--- src/rtl/pulse_width_meter_pkg.sv ---
// Shared pulse definitions: FSM state encodings, the one-second cycle count
// used by both the one-shot timer and this meter, and the tolerance-window
// lower-bound helper.
package pulse_width_meter_pkg;

  typedef enum logic [1:0] {
    IDLE    = 2'd0,
    MEASURE = 2'd1,
    REPORT  = 2'd2
  } state_e;

  // Nominal 1 s at 50 MHz; also the one-shot timer's terminal count.
  localparam int ONE_SECOND_CYCLES = 32'sd50000000;

  // Lower edge of the tolerance window, clamped at zero so a tolerance
  // wider than the target never wraps to a huge unsigned bound.
  function automatic int window_lower(input int target, input int tol);
    int lower;
    if (tol > target) begin
      lower = 32'sd0;
    end else begin
      lower = target - tol;
    end
    return lower;
  endfunction

endpackage

--- src/rtl/pulse_width_meter_sync_edge_detect.sv ---
// sync_edge_detect: two-flop synchronizer for an asynchronous input plus a
// history flop, giving the synchronized level and single-cycle rise/fall
// pulses. All three flops reset to RESET_VAL, so an input already at that
// level when reset releases produces no edge.
//
// Ports:
//   clock    in   rising-edge clock
//   reset_l  in   asynchronous active-low reset
//   async_in in   raw asynchronous input
//   s_in     out  synchronized level
//   rise     out  s_in went 0->1 this cycle
//   fall     out  s_in went 1->0 this cycle
module sync_edge_detect #(
  parameter logic RESET_VAL = 1'b1
) (
  input  logic clock,
  input  logic reset_l,
  input  logic async_in,
  output logic s_in,
  output logic rise,
  output logic fall
);

  logic meta_q, meta_d;
  logic sync_q, sync_d;
  logic hist_q, hist_d;

  // Next-state of the shift chain: pin -> meta -> sync -> history.
  always_comb begin
    meta_d = async_in;
    sync_d = meta_q;
    hist_d = sync_q;
  end

  // Synchronizer and history registers.
  always_ff @(posedge clock or negedge reset_l) begin
    if (!reset_l) begin
      meta_q <= RESET_VAL;
      sync_q <= RESET_VAL;
      hist_q <= RESET_VAL;
    end else begin
      meta_q <= meta_d;
      sync_q <= sync_d;
      hist_q <= hist_d;
    end
  end

  assign s_in = sync_q;
  assign rise = sync_q & ~hist_q;
  assign fall = ~sync_q & hist_q;

endmodule

--- src/rtl/pulse_width_meter.sv ---
// pulse_width_meter: measures the high time of pulse_in in clock cycles,
// reports it with a one-cycle width_valid strobe, and flags whether the
// width lies inside [TARGET-TOL, TARGET+TOL]. The counter saturates at
// all-ones and the saturation is reported through overflow.
//
// Ports:
//   clock        in   rising-edge clock
//   reset_l      in   asynchronous active-low reset
//   pulse_in     in   pulse under measurement (may be asynchronous)
//   clear        in   synchronous abort/clear, active-high
//   width        out  last measured high time (cycles)
//   width_valid  out  one-cycle strobe when width/in_range/overflow update
//   in_range     out  last width within the window and not saturated
//   overflow     out  last measurement saturated the counter
//   busy         out  measurement in progress
module pulse_width_meter
  import pulse_width_meter_pkg::*;
#(
  parameter int CNT_W  = 26,
  parameter int TARGET = ONE_SECOND_CYCLES,
  parameter int TOL    = 1000
) (
  input  logic             clock,
  input  logic             reset_l,
  input  logic             pulse_in,
  input  logic             clear,
  output logic [CNT_W-1:0] width,
  output logic             width_valid,
  output logic             in_range,
  output logic             overflow,
  output logic             busy
);

  // Window bounds are compared one bit wider than the counter so that
  // TARGET+TOL may exceed the counter range without wrapping.
  localparam logic [CNT_W:0]   LOWER   = (CNT_W+1)'(window_lower(TARGET, TOL));
  localparam logic [CNT_W:0]   UPPER   = (CNT_W+1)'(TARGET + TOL);
  localparam logic [CNT_W-1:0] CNT_MAX = {CNT_W{1'b1}};
  localparam logic [CNT_W-1:0] CNT_ONE = {{(CNT_W-1){1'b0}}, 1'b1};

  logic s_in, rise, fall;

  state_e           state_q, state_d;
  logic [CNT_W-1:0] count_q, count_d;
  logic             sat_q, sat_d;
  logic [CNT_W-1:0] width_q, width_d;
  logic             in_range_q, in_range_d;
  logic             overflow_q, overflow_d;
  logic             width_valid_q, width_valid_d;
  logic             busy_q, busy_d;
  logic [CNT_W:0]   count_ext;
  logic             win_ok;

  // Reset value 1 keeps a pin that is already high at reset release from
  // looking like a fresh rise.
  sync_edge_detect #(
    .RESET_VAL (1'b1)
  ) u_sync (
    .clock    (clock),
    .reset_l  (reset_l),
    .async_in (pulse_in),
    .s_in     (s_in),
    .rise     (rise),
    .fall     (fall)
  );

  // Window check on the count being latched at the fall.
  always_comb begin
    count_ext = {1'b0, count_q};
    win_ok    = (count_ext >= LOWER) && (count_ext <= UPPER) && !sat_q;
  end

  // Next-state, counter and result logic.
  always_comb begin
    state_d    = state_q;
    count_d    = count_q;
    sat_d      = sat_q;
    width_d    = width_q;
    in_range_d = in_range_q;
    overflow_d = overflow_q;

    if (clear) begin
      state_d    = IDLE;
      count_d    = {CNT_W{1'b0}};
      sat_d      = 1'b0;
      width_d    = {CNT_W{1'b0}};
      in_range_d = 1'b0;
      overflow_d = 1'b0;
    end else begin
      case (state_q)
        IDLE: begin
          if (rise) begin
            // The rise cycle itself is the first high cycle.
            count_d = CNT_ONE;
            state_d = MEASURE;
          end else begin
            state_d = IDLE;
          end
        end
        MEASURE: begin
          if (fall) begin
            // Count already equals the number of high cycles; no increment.
            width_d    = count_q;
            overflow_d = sat_q;
            in_range_d = win_ok;
            state_d    = REPORT;
          end else if (s_in) begin
            if (count_q == CNT_MAX) begin
              sat_d = 1'b1;
            end else begin
              count_d = count_q + CNT_ONE;
              if (count_q == (CNT_MAX - CNT_ONE)) begin
                sat_d = 1'b1;
              end else begin
                sat_d = sat_q;
              end
            end
          end else begin
            state_d = MEASURE;
          end
        end
        REPORT: begin
          sat_d = 1'b0;
          // A rise here means a one-cycle low gap; start the next pulse
          // immediately so back-to-back pulses are not lost.
          if (rise) begin
            count_d = CNT_ONE;
            state_d = MEASURE;
          end else begin
            state_d = IDLE;
          end
        end
        default: begin
          state_d = IDLE;
        end
      endcase
    end

    // Strobe and busy are registered copies of the next state so they line
    // up exactly with the state register.
    width_valid_d = (state_d == REPORT);
    busy_d        = (state_d == MEASURE);
  end

  // State, counter and output registers.
  always_ff @(posedge clock or negedge reset_l) begin
    if (!reset_l) begin
      state_q       <= IDLE;
      count_q       <= {CNT_W{1'b0}};
      sat_q         <= 1'b0;
      width_q       <= {CNT_W{1'b0}};
      in_range_q    <= 1'b0;
      overflow_q    <= 1'b0;
      width_valid_q <= 1'b0;
      busy_q        <= 1'b0;
    end else begin
      state_q       <= state_d;
      count_q       <= count_d;
      sat_q         <= sat_d;
      width_q       <= width_d;
      in_range_q    <= in_range_d;
      overflow_q    <= overflow_d;
      width_valid_q <= width_valid_d;
      busy_q        <= busy_d;
    end
  end

  assign width       = width_q;
  assign width_valid = width_valid_q;
  assign in_range    = in_range_q;
  assign overflow    = overflow_q;
  assign busy        = busy_q;

endmodule

--- config.mk ---
export PLATFORM = sky130hd
export DESIGN_NAME = pulse_width_meter
export DESIGN_NICKNAME = d
export VERILOG_FILES = /design/src/rtl/pulse_width_meter_pkg.sv /design/src/rtl/pulse_width_meter_sync_edge_detect.sv /design/src/rtl/pulse_width_meter.sv
export SDC_FILE = /design/constraint.sdc
export NUM_CORES = 1
export LEC_CHECK = 0
export ABC_CLOCK_PERIOD_IN_PS = 6700
export CAP_MARGIN = 40
export CELL_PAD_IN_SITES_DETAIL_PLACEMENT = 1
export CELL_PAD_IN_SITES_GLOBAL_PLACEMENT = 1
export CORE_MARGIN = 2
export CORE_UTILIZATION = 47
export DETAILED_ROUTE_END_ITERATION = 10
export PLACE_DENSITY = 0.88
export SLEW_MARGIN = 5
export SYNTH_ARGS = -nofsm -noshare
export SYNTH_HDL_FRONTEND = slang
export SYNTH_SLANG_ARGS = --single-unit
export TNS_END_PERCENT = 1
--- constraint.sdc ---
create_clock -name clock -period 6.7 [get_ports clock]
set_input_delay 1.34 -clock clock [delete_from_list [all_inputs] [get_ports clock]]
set_output_delay 1.34 -clock clock [all_outputs]
set_load 0.05 [all_outputs]
Fig. 1: run 1, gate-type map
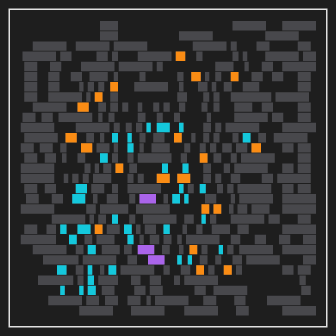
Key: adder and majority cells = purple [cells 3, most used ha_1]; NOR gates = cyan [cells 35, most used nor2_1]; AND and OR gates = orange [cells 20]
dominant logic cell type in the layout: dfrtp_1
Comb area share: 37.4%
Layout Cells excl Fill: 409

Fig. 2: run 1, track usage over the die
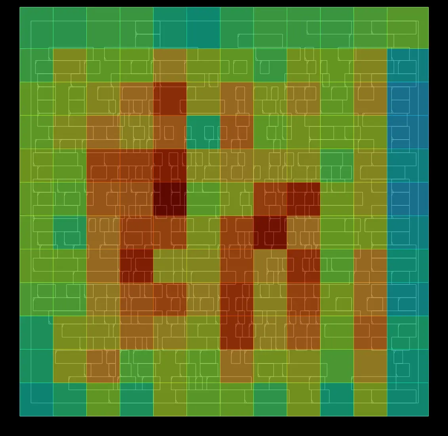
GR peak layer: met2
met3 Use GR: 4.33%
met2 Use GR: 36.3%
wire per inst: 19.2 microns
aggregate global-route resource usage: 23.7%

Fig. 3: run 1, close-up of the layout
The bar under the picture is 10 microns long. Region (9, 9) to (34, 34) microns. Cells in grey, sequential cells in the stronger grey; small squares are vias.
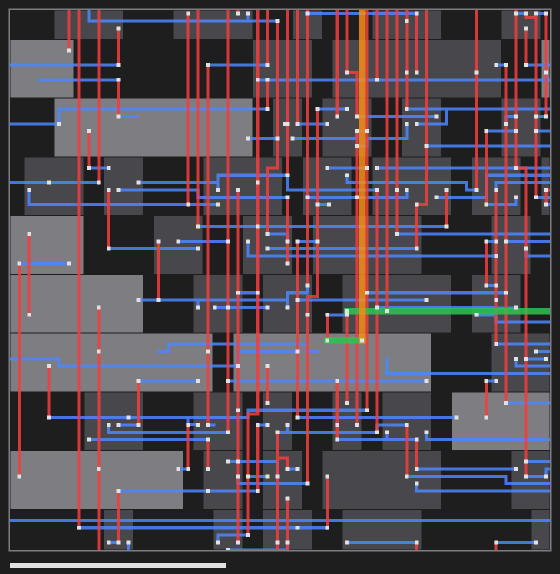
Key: met2 = red; met3 = green; met4 = orange; met1 = blue
Sequential cells in the window: 5. Most frequent: nor2b_1 (4), nor3_1 (4). 39 logic cells have their middle in the window. Netlist names of flops here include state_q (2).

==> flow_summary.yaml, run 1 <==
# generated from flow reports
drt:
  ant_nets: 0
  vias: 2537
  drt_iter0_markers: 188
  drc_errors: 0
  dr_wl_met3_microns: 391
  drtPass1Iterations: 4
sta:
  tightest_slew_ns: 0.939
  rsz0062_at_grt: "false"
  fmax_ghz: 0.311
  relSlewSlack_pct: 37.4
power_and_ir_drop:
  net-switching-power_uw: 172
  pwr-share-comb_pct: 4.9
  power_density_nw_per_um2: 210
  intPower_uw: 579
  p_sw_share_pct: 22.9
clock_network:
  clkSlewWorstSetupHoldPaths_ns: 0.07
  clock_path_buffers: 2
  clock_latency_ns: 0.35
  ctsResizeCount: 0
  numCtsBuffers: 9
  post_cts_buffers: 0
grt:
  grt_max_degree: 63
  grt_pass1_vias: 2632
finish:
  area_growth_pct: 17.4
  nFillCells: 702
  nNetsFinal: 334
  final_util_pct: 56.6
floorplanning:
  die_w_microns: 84.4
  row_count: 29
  die_area_sq_um: 7130
  initCoreUtil_pct: 48.2
  core_area_sq_um: 6310
logic_synthesis:
  synthAdderAreaFrac_pct: 1.23
  ys_ff: 62
  yosys-stat-cells: 304
  synthesis.area_sq_um: 3040
  ys_chip_area_sq_um: 3040
placement:
  routabilityCongestion: 0.873
  post-place-ws_ns: 3.16
  dp.cells: 393
setup_path:
  cp.arrival_ns: 3.47
  worstSetupPathType: "input pin to register"
status:
  status: "finished clean"
## run 1: final cells by class
type                    instances  area [sq um]  share of cell area (%)
flip-flops and latches         62          1560                    43.5
well taps                      77          96.3                    2.70
clock inverters                 3          42.5                    1.19
repair buffers                 36           355                    9.95
inverters                       7          26.3                   0.736
multi-input cells             211          1340                    37.4
clock buffers                  13           159                    4.45
## run 1: layer usage
layer / vias to the layer above / GRT usage, %
met5: - / 0
met3: 12 / 4.33
met1: 1276 / 32.6
li1: 1182 / -
met4: 0 / 11.5
met2: 67 / 36.3
## run 1: cell usage after synthesis (2+ instances only)
library cell | instances | area, sq um
a21oi_1 | 16 | 80.1
or3_1 | 4 | 25.0
and3_1 | 4 | 25.0
nand2_1 | 21 | 78.8
buf_2 | 7 | 35.0
nor2_1 | 13 | 48.8
nand2b_1 | 3 | 18.8
nand4_1 | 11 | 68.8
nor4_1 | 3 | 18.8
and4_1 | 3 | 26.3
o211ai_1 | 2 | 15.0
or4b_1 | 2 | 20.0
buf_6 | 2 | 22.5
or4_1 | 2 | 15.0
dfrtp_1 | 59 | 1480
and2_1 | 3 | 18.8
nor2b_1 | 4 | 25.0
nand3_1 | 13 | 65.1
a211oi_1 | 2 | 15.0
o21ai_1 | 3 | 15.0
ha_1 | 3 | 37.5
dfstp_2 | 3 | 78.8
a31oi_1 | 7 | 43.8
o21ai_0 | 27 | 135
a22o_1 | 27 | 236
nor3_1 | 11 | 55.1
inv_1 | 7 | 26.3
o31ai_1 | 7 | 52.6
clkbuf_1 | 12 | 45.0
## run 1: power groups by stage
stage                     Clock (mW)  Combinational (mW)  Sequential (mW)
after floorplan                    0              0.0197            0.389
after global placement             0              0.0347            0.388
after detailed placement           0              0.0370            0.389
after CTS                      0.342              0.0375            0.382
after global routing           0.354              0.0410            0.382
final                          0.333              0.0367            0.382
## run 1: worst max-delay path, cell delays in order
cell and delay, ns:
clkdlybuf4s50_1 0.63, inv_1 0.22, and3_1 0.25, o31a_1 0.61, nand2_1 0.15, o31ai_1 0.25
## run 1: final timing paths
path	slack (ns)	start	depth (start not counted)	endpoint
max	3.49	clear	6	count_q[7]
min	0.36	u_sync.meta_q	0	u_sync.s_in
max reg2reg	3.90	count_q[1]	6	count_q[5]
min reg2reg	0.36	u_sync.meta_q	0	u_sync.s_in
max in group asynchronous	5.05	reset_l	2	width[25]
min in group asynchronous	1.15	reset_l	2	width[6]
## run 1: sequential cells by signal, indices dropped and copies added (netlist names)
register / flops
count_q: 26
width: 26
state_q: 2
busy: 1
in_range: 1
overflow: 1
sat_q: 1
u_sync.hist_q: 1
u_sync.meta_q: 1
u_sync.s_in: 1
width_valid: 1
## run 1: cell usage in the layout, fill, tap and decap left out, drive strengths merged, types with 2 or more instances in the layout
master and instances:
o31ai 8, nor3 12, clkdlybuf4s50 32, inv 7, or3 5, nand2 21
nand4 12, buf 4, nor2 13, ha 3, dfrtp 59, dfstp 3
clkbuf 13, a211oi 2, nand2b 3, o21ai 30, o31a 2, nor4 3
a31oi 7, a22o 28, and3 4, nor2b 4, a21oi 17, and2 3
nand3 13, or4 2, or4b 2, and4 3, o211ai 2
Fig. 4: run 1, I/O nets highlighted
The bar under the picture is 20 microns long.
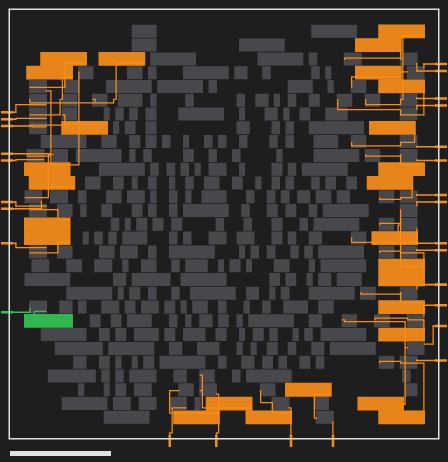

==> inputs of run 2 (changes only) <==
- ABC_CLOCK_PERIOD_IN_PS: 6700 -> 2700
- CORE_UTILIZATION: 47 -> 39
- PLACE_DENSITY: 0.88 -> 0.79
- clock period: 6.7 -> 2.7 ns (I/O delays scaled with it)
Fig. 5: run 2, I/O nets highlighted
The bar under the picture is 20 microns long.
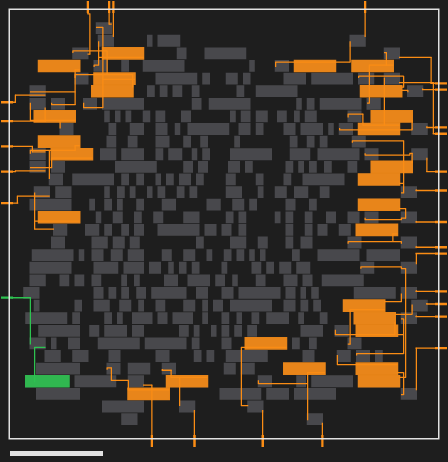
Key: width = orange [bits 26, direction output, end cells 26, buffers 26, wire 711 microns]; pulse_in = green [bits 1, direction input, end cells 1, buffers 1, wire 23.7 microns]
# IOs: 34
IO buf count: 33

Fig. 6: run 2, close-up of the layout
The bar under the picture is 10 microns long. Region (11, 11) to (36, 36) microns. Cells in grey, sequential cells in the stronger grey; small squares are vias.
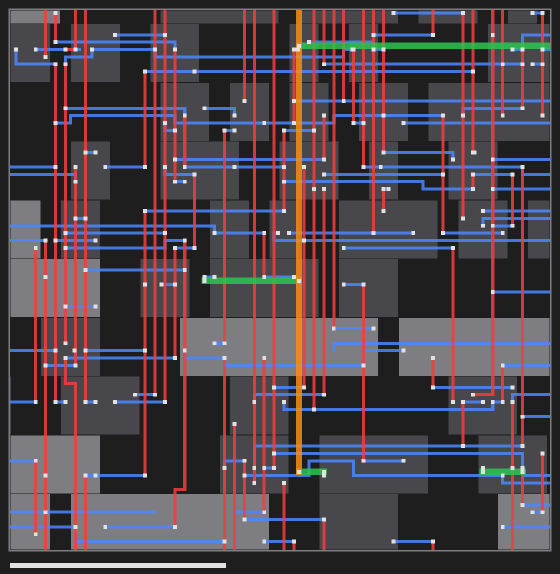
Key: met4 = orange; met2 = red; met1 = blue; met3 = green
Sequential cells in the window: 3. 35 logic cells have their middle in the window.

==> run 2 against run 1 <==
  * Sequential share of layout area is 1.2 points lower
  * Clock skew is 0.0048 ns lower
  * Combinational power went up to 2.7 times the previous value
  * Largest power group unchanged
  * Register-to-register slack worse by 3.6 ns
  * Worst setup slack worse by 3.1 ns
  * Routed wire length is 7.0% higher
  * Worst hold slack worse by 0.16 ns
  * Sequential cell count stayed put
  * Highest routed layer unchanged
  * Critical path depth is 1 higher
==> flow_summary.yaml, run 2 <==
# generated from flow reports
grt:
  grt_max_degree: 39
  grt_use_total_pct: 21.8
  grt_pass1_vias: 2758
floorplanning:
  die_area_sq_um: 8520
  initCoreUtil_pct: 39.8
  die_w_microns: 92.3
  core_area_sq_um: 7650
status:
  status: "finished clean"
logic_synthesis:
  top_area_cell: "dfrtp_1"
  ys_chip_area_sq_um: 3040
  yosys-stat-cells: 304
  top_cell: "dfrtp_1"
  ys_top_cells_by_count: "dfrtp_1 (59), a22o_1 (27), o21ai_0 (27)"
  yosysTopAreaCellShare_pct: 48.5
  ys_ff: 62
finish:
  lay_top_count: "dfrtp_1"
  nNetsFinal: 346
  final_util_pct: 48.0
  final_cell_mix: "dfrtp_1 (59), clkdlybuf4s50_1 (32), o21ai_0 (27), a22o_1 (27), nand2_1 (21)"
drt:
  ant_nets: 0
  routedWlPerCell_microns: 18.8
  vias: 2629
  drt_iter0_markers: 114
  drtPass1Iterations: 4
setup_path:
  worstSetupPathType: "register to register"
  cp.arrival_ns: 2.59
  slowest_stage: "dfrtp_1"
  max_stage_delay_ns: 0.51
  crit_family: "simple AND/OR/NAND/NOR gates"
  critPathBufInv: 1
sta:
  relSlewSlack_pct: 59.5
  fmax_ghz: 0.425
clock_network:
  clock_latency_ns: 0.34
  ctsResizeCount: 0
  post_cts_buffers: 0
  clock_path_buffers: 2
placement:
  dpl.hpwl_microns: 5850
power_and_ir_drop:
  power_density_nw_per_um2: 478
-- run 2: worst reg2reg max path: cells and delay by family, from the launching register on --
| kind | cells | cell delay (ns) |
|---|---|---|
| compound gates | 3 | 0.61 |
| buf+inv | 1 | 0.22 |
| flops | 1 | 0.51 |
| fa+ha+maj | 1 | 0.30 |
| simple gates | 2 | 0.62 |
-- run 2: worst paths after layout --
check / startpoint / to / slack [ns] / cells after the start
hold / removal: reset_l / width[2] / 0.20 / 1
setup reg to reg: count_q[0] / count_q[24] / 0.35 / 7
hold reg to reg: u_sync.meta_q / u_sync.s_in / 0.36 / 0
min in group clock: u_sync.meta_q / u_sync.s_in / 0.36 / 0
setup / recovery: count_q[0] / count_q[24] / 0.35 / 7
max in group asynchronous: reset_l / count_q[12] / 1.90 / 2
-- run 2: cells by family (layout without fill, tap and decap cells) --
| group | Yosys count | after routing | share of synthesized area [%] |
|---|---|---|---|
| and+or+nand+nor | 105 | 105 | 19.1 |
| muxes | 1 | 1 | 0.329 |
| DFF | 62 | 62 | 51.1 |
| buffers and inverters | 31 | 71 | 5.14 |
| adders and majority gates | 3 | 3 | 1.23 |
| xor gates and xnor gates | 1 | 1 | 0.288 |
| AOI/OAI and AO/OA | 101 | 101 | 22.8 |
-- run 2: area by class of cell --
cell class / count / area (sq um)
clock buffers: 12 / 145
clock inverters: 4 / 22.5
fillers: 863 / 3980
inverters: 7 / 26.3
multi-input cells: 211 / 1340
flip-flops and latches: 62 / 1560
well taps: 102 / 128
repair buffers: 48 / 458
-- run 2: per-stage QoR --
stage | std cells | power [mW] | worst slack (ns) | cell area [sq um]
2_1_floorplan | 304 | 1.01 | 0.572 | 3040
3_3_place_gp | 429 | 1.06 | 0.258 | 3490
3_5_place_dp | 430 | 1.07 | 0.197 | 3500
4_1_cts | 446 | 1.79 | 0.348 | 3670
5_1_grt | 446 | 1.84 | 0.197 | 3670
6_report | 446 | 1.76 | 0.347 | 3670
-- run 2: power breakdown --
group / total (mW) / internal (mW) / switching, mW
sequential: 0.947 / 0.938 / 0.00980
combinational: 0.100 / 0.0297 / 0.0705
clock: 0.709 / 0.354 / 0.356
-- run 2: metal layers --
metal	vias to the layer above	share of wire, %	wire, microns	track usage [%]
li1	1206	-	-	-
met1	1355	47	3920	29.4
met2	59	48	4030	34.7
met3	9	3.9	327	5.21
met4	0	1.5	123	7.46
met5	-	0	0	0
Fig. 7: run 2, register map, names as in the netlist
The bar under the picture is 20 microns long. Other sequential cells in the stronger grey, the rest of the logic in the fainter grey.
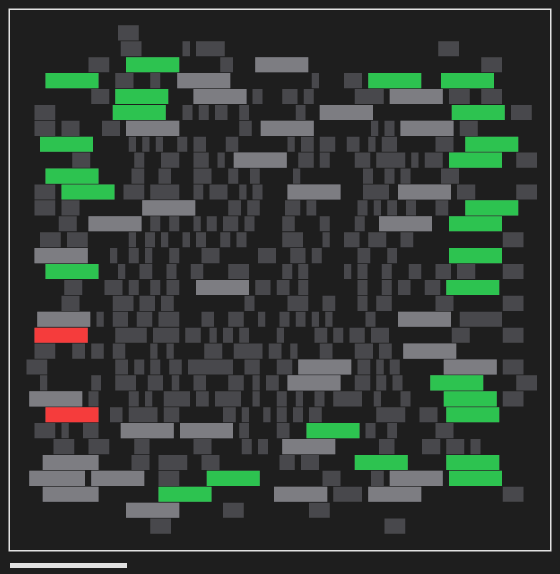

==> inputs of run 3 (changes only) <==
- CORE_MARGIN: 2 -> 3
Fig. 8: run 3, register map, names as in the netlist
The bar under the picture is 20 microns long. Other sequential cells in the stronger grey, the rest of the logic in the fainter grey.
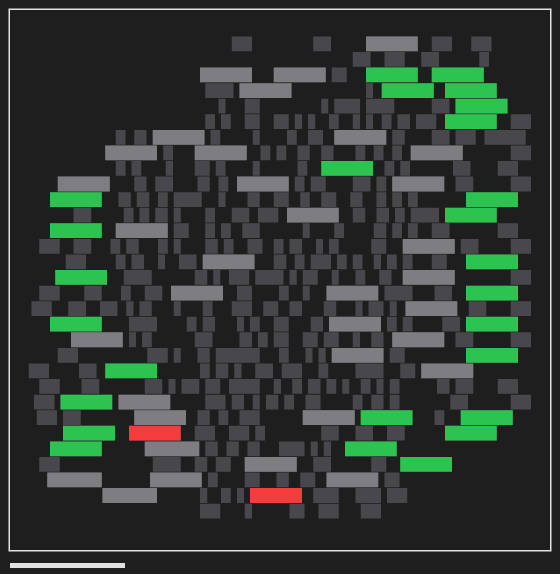
Key: state_q = red [flops 2]; width = green [flops 26, where spread over the die]
Another 34 sequential cells are not coloured.

==> run 3 against run 2 <==
  * Worst setup slack got worse by 0.0060 ns
  * Design area rose by 0.10%
  * Die size rose by 4.4%
  * First-iteration DRC count rose by 43%
  * Non-clock buffer count rose by 1
==> flow_summary.yaml, run 3 <==
# generated from flow reports
placement:
  dpl.hpwl_microns: 5780
  port_buffers: 33
setup_path:
  r2r-start: "count_q[12]"
  crit_start: "count_q[12]"
  reg2reg_to: "count_q[8]"
finish:
  nFillCells: 835
  lay_top_count: "dfrtp_1"
logic_synthesis:
  yosysTopAreaCellShare_pct: 48.5
  logic_family: "AND-OR/OR-AND gates"
  ys_top_cells_by_count: "dfrtp_1 (59), a22o_1 (27), o21ai_0 (27)"
  top_area_cell: "dfrtp_1"
  synthAdderAreaFrac_pct: 1.23
  ys_chip_area_sq_um: 3040
grt:
  grt_pass1_vias: 2788
floorplanning:
  die_w_microns: 94.3
  core_area_sq_um: 7410
  io_pins: 34
  initCoreUtil_pct: 41.1
  die_area_sq_um: 8890
power_and_ir_drop:
  power_mw: 1.77
  p_clk_share_pct: 40.4
  intPower_mw: 1.32
  pwr-share-comb_pct: 6.1
status:
  status: "finished clean"
drt:
  drtPass1Iterations: 4
sta:
  fmax_ghz: 0.424
Fig. 9: run 3, gate-type map
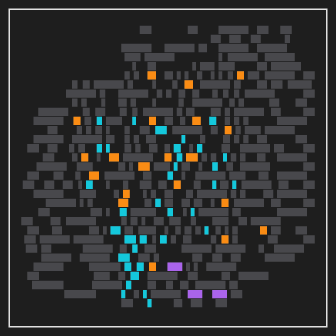
Key: adder and majority cells = purple [cells 3, most used ha_1]; NOR gates = cyan [cells 35, most used nor2_1]; AND and OR gates = orange [cells 20]

## run 3: logic make-up (layout without fill, tap and decap cells)
logic type	count (synthesis)	in the layout
AND-OR/OR-AND	101	101
XOR/XNOR	1	1
adder cells (fa/ha/maj)	3	3
buffers and inverters	31	72
flip-flops	62	62
multiplexers	1	1
AND/OR/NAND/NOR	105	105
## run 3: area by class of cell
type / count / area, sq um / share of cell area [%]
tap: 99 / 124 / 3.37
inverter: 7 / 26.3 / 0.715
clock inverter: 4 / 22.5 / 0.613
sequential: 62 / 1560 / 42.3
clock buffer: 12 / 145 / 3.95
timing repair buffer: 49 / 465 / 12.7
multi-input combinational: 211 / 1340 / 36.4
## run 3: how the worst min path moves through the flow
stage,slack (ns),cells after the start,endpoint
finish,0.20,2,width[13]
floorplan,0.24,0,busy
detailed placement,0.35,0,u_sync.s_in
global route,0.23,2,width[13]
CTS,0.22,2,width[4]
global placement,0.35,0,u_sync.s_in
## run 3: through the flow
stage	std cells	setup slack, ns
finish	444	0.341
global route	444	0.209
CTS	444	0.348
detailed placement	428	0.283
global placement	427	0.315
floorplan	304	0.572
## run 3: critical path, cell delays in order (launching register included)
cell     delay [ns]
dfrtp_1        0.53
nand4_2        0.24
or3_1          0.56
o31a_1         0.41
buf_4          0.23
a21oi_2        0.16
a21oi_1        0.07
## run 3: power groups by stage
stage / clock network [mW] / logic [mW] / registers, mW
after CTS: 0.726 / 0.111 / 0.944
final: 0.714 / 0.108 / 0.944
after floorplan: 0 / 0.0488 / 0.966
after global placement: 0 / 0.103 / 0.960
after detailed placement: 0 / 0.110 / 0.961
after global routing: 0.770 / 0.122 / 0.944
## run 3: per-layer routing
layer	global-route usage, %	vias up	part of all wire [%]
li1	-	1210	-
met1	28.9	1336	46
met2	33.7	64	48
met3	3.53	15	3.5
met4	9.15	0	2.0
met5	0	-	0
Power figures rest on the tool's default switching activity, not on a simulated workload.
